Power grid:
The bar under the picture is 20 um long. Pins as bars on the die edge.
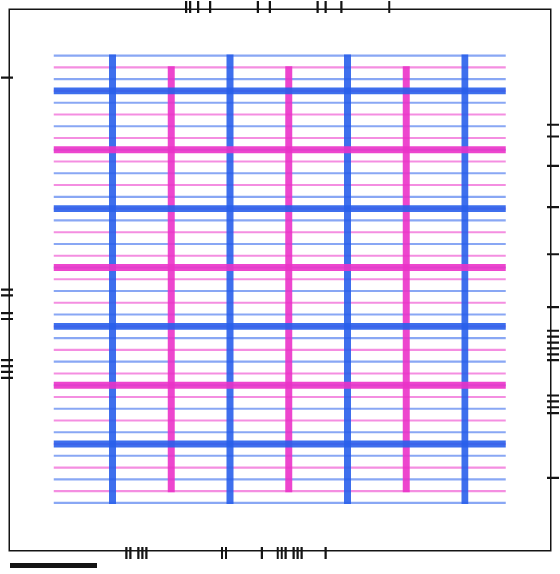
Cells coloured by class:
The bar under the picture is 20 um long.
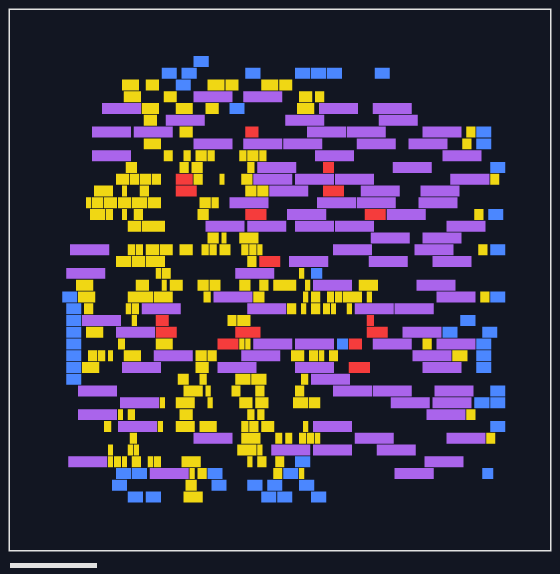
Clock distribution:
The bar under the picture is 20 um long.
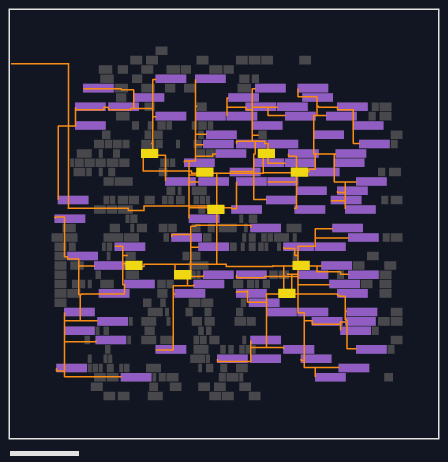
Metal layers overlaid:
Only two layers are drawn.
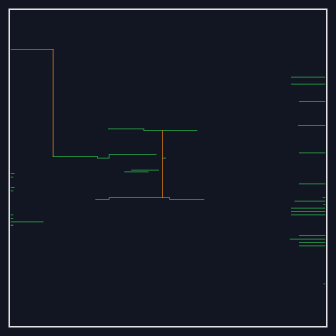
File: config.mk
export PLATFORM = sky130hd
export DESIGN_NAME = cnu_row_seq
export DESIGN_NICKNAME = d
export VERILOG_FILES = /design/src/rtl/cnu_row_seq.sv
export SDC_FILE = /design/constraint.sdc
export NUM_CORES = 1
export LEC_CHECK = 0
export ABC_AREA = 0
export CORE_MARGIN = 10
export CORE_UTILIZATION = 35
export DETAILED_ROUTE_END_ITERATION = 8
export PLACE_DENSITY_LB_ADDON = 0.08
export SETUP_SLACK_MARGIN = 0.1
export SLEW_MARGIN = 15
export SYNTH_ARGS = -nofsm -noshare
export SYNTH_HDL_FRONTEND = slang
export SYNTH_SLANG_ARGS = --single-unit
File: constraint.sdc
create_clock -name clk -period 5.8 [get_ports clk]
set_clock_uncertainty 0.05 [all_clocks]
set_input_delay 0.87 -clock clk [delete_from_list [all_inputs] [get_ports clk]]
set_output_delay 0.87 -clock clk [all_outputs]
set_load 0.01 [all_outputs]
File: src/rtl/cnu_row_seq.sv
// Row sequencer for the check-node cell: issues LR/LQ reads, stage
// strobes and write-back strobes, and loops over decode iterations.
module cnu_row_seq #(
   parameter int ROW_W      = 8,
   parameter int ITER_W     = 5,
   parameter int ROW_PERIOD = 4
) (
   input  logic              clk,
   input  logic              reset_n,
   input  logic              start,
   input  logic [ROW_W-1:0]  num_rows,
   input  logic [ITER_W-1:0] max_iter,
   input  logic              early_stop,
   output logic              busy,
   output logic              done,
   output logic              iter_0,
   output logic [ITER_W-1:0] iter_cnt,
   output logic [ROW_W-1:0]  rd_addr,
   output logic              lr_rd_en,
   output logic              lq_rd_en,
   output logic [6:0]        cnu_out,
   output logic              wr_en,
   output logic [ROW_W-1:0]  wr_addr
);

   typedef enum logic [2:0] {
      S_IDLE, S_RUN, S_DRAIN, S_ITER_END, S_FIN
   } state_t;

   localparam logic [2:0] PH_LAST = 3'(ROW_PERIOD - 1);

   state_t                 st, st_nx;
   logic [ROW_W-1:0]       nr_q;
   logic [ROW_W-1:0]       r_q;
   logic [ROW_W-1:0]       lq_addr_q;
   logic [ITER_W-1:0]      max_q;
   logic [2:0]             ph_q;
   logic                   lq_q;
   logic [6:0]             sh_q;
   logic [5:0][ROW_W-1:0]  ad_q;
   logic                   issue;
   logic                   last_row;
   logic                   iter_last;
   logic                   drained;

   assign issue     = (st == S_RUN) && (ph_q == 3'd0);
   assign last_row  = (r_q == nr_q - ROW_W'(1));
   assign iter_last = ({1'b0, iter_cnt} + (ITER_W+1)'(1)) >= {1'b0, max_q};
   assign drained   = sh_q[6] && (sh_q[5:0] == 6'd0);

   // State register
   always_ff @(posedge clk or negedge reset_n) begin
      if (!reset_n) st <= S_IDLE;
      else          st <= st_nx;
   end

   // Next-state decode; an empty matrix still passes through ITER_END
   always_comb begin
      st_nx = st;
      unique case (st)
         S_IDLE:
            if (start) st_nx = (num_rows == '0) ? S_ITER_END : S_RUN;
         S_RUN:
            if (issue && last_row) st_nx = S_DRAIN;
         S_DRAIN:
            if (drained) st_nx = S_ITER_END;
         S_ITER_END:
            if (early_stop || nr_q == '0 || iter_last) st_nx = S_FIN;
            else                                      st_nx = S_RUN;
         S_FIN:
            st_nx = S_IDLE;
         default:
            st_nx = S_IDLE;
      endcase
   end

   // Row/phase/iteration counters and latched decode parameters
   always_ff @(posedge clk or negedge reset_n) begin
      if (!reset_n) begin
         nr_q     <= '0;
         max_q    <= '0;
         r_q      <= '0;
         ph_q     <= '0;
         iter_cnt <= '0;
      end else begin
         unique case (st)
            S_IDLE:
               if (start) begin
                  nr_q     <= num_rows;
                  max_q    <= (max_iter == '0) ? ITER_W'(1) : max_iter;
                  iter_cnt <= '0;
                  r_q      <= '0;
                  ph_q     <= '0;
               end
            S_RUN: begin
               ph_q <= (ph_q == PH_LAST) ? 3'd0 : ph_q + 3'd1;
               if (issue && !last_row) r_q <= r_q + ROW_W'(1);
            end
            S_ITER_END:
               if (st_nx == S_RUN) begin
                  iter_cnt <= iter_cnt + ITER_W'(1);
                  r_q      <= '0;
                  ph_q     <= '0;
               end
            default: ;
         endcase
      end
   end

   // Strobe shift line, LQ follow-up read and write-back address line
   always_ff @(posedge clk or negedge reset_n) begin
      if (!reset_n) begin
         sh_q      <= '0;
         lq_q      <= 1'b0;
         lq_addr_q <= '0;
         ad_q      <= '0;
      end else begin
         sh_q <= {sh_q[5:0], issue};
         lq_q <= issue;
         if (issue) lq_addr_q <= r_q;
         ad_q <= {ad_q[4:0], r_q};
      end
   end

   assign busy     = (st != S_IDLE);
   assign done     = (st == S_FIN);
   assign iter_0   = busy && (iter_cnt == '0);
   assign lr_rd_en = issue;
   assign lq_rd_en = lq_q;
   assign rd_addr  = issue ? r_q : (lq_q ? lq_addr_q : '0);
   assign cnu_out  = sh_q;
   assign wr_en    = sh_q[5];
   assign wr_addr  = sh_q[5] ? ad_q[5] : '0;

endmodule

==> impl_metrics.ini <==
; physical design summary
[status]
outcome = complete, no violations

[sta]
whs_ns = 0.2984
fin_ws_ns = 2.077
setup_viol = 0
final-hold-violation-count = 0
worstMarginPinSlew_ns = 1.005

[finish]
top_register = ad_q
diodes = 0
flops = 95
largest_reg_flops = 48
final-clk-cell-share_pct = 4.099
layout.cells.non_filler = 498

[drt]
first_iter_violations = 158
ant_nets = 0
wl_met1_um = 3483
dr_wl_met3_um = 343
routed_via_density = 4.823

[global_route]
grt_pass1_wl_um = 12830
grtUsageMet2_pct = 15.42
top_usage_layer = met2

[critical_path]
critPathLaunchType = flip-flop
cp_max_fo = 20
crit_start = st[0]
crit_buf_inv = 2
path_class = flip-flop to output port
cp.required_ns = 4.88

[synth]
postSynthAreaPerCell_um2 = 12.56
synth-async-reset-ratio_pct = 100.0
fa_ha_area_share_pct = 3.908
yosys_warnings = 0
synthSimpleGateAreaFrac_pct = 13.68
synthCells = 306
compound_area_share_pct = 10.13
ff_type = dfrtp_1
most_common_cell = dfrtp_1

[pwr]
powerComb_w = 0.000671
top_power_group = registers
p_seq_w = 0.000989
intPower_w = 0.001341

[die]
dieArea_um2 = 15570
initCoreUtil_pct = 35.60

[job]
tool_warnings = 29

[clock_network]
post-cts-setup-buffer-count = 0
cts_hold_buf = 0

[placed_design]
pre_cts_ws_ns = 2.370
## Picture notes: 'power grid'
colour	net
blue	VSS
magenta	VDD
met1 rails	39
signal pins	51
met5 straps	7
met4 straps	7
worst vdd ir: 0.2059 mV
Std-Cell Core Area: 10790 um2
die height: 124.8 um
die width: 124.8 um

## Picture notes: 'cells coloured by class'
colour	class	cells
purple	flip-flops	95
yellow	all other logic	195
red	clock drivers and dummy loads	16
blue	other buffers and delay cells	52
num rows: 38
Final Cell Area: 4639 um2

## Picture notes: 'clock distribution'
[orange] clock wires | length: 1140 um
[purple] flip-flops | count: 95
[yellow] cells driving clock nets | count: 9
routed clock nets	10
Worst-Skew Late Latency: 0.35 ns
clock share of power: 20.0%

## Picture notes: 'metal layers overlaid'
colour	layer	wire length
orange	met4	68.7 um
green	met3	343 um
Total GRT Usage: 9.955%
DRT Wirelength: 7510 um
Vias: 2402
Avg WL per Cell: 15.08 um

Power is estimated from default activity; no workload was simulated.
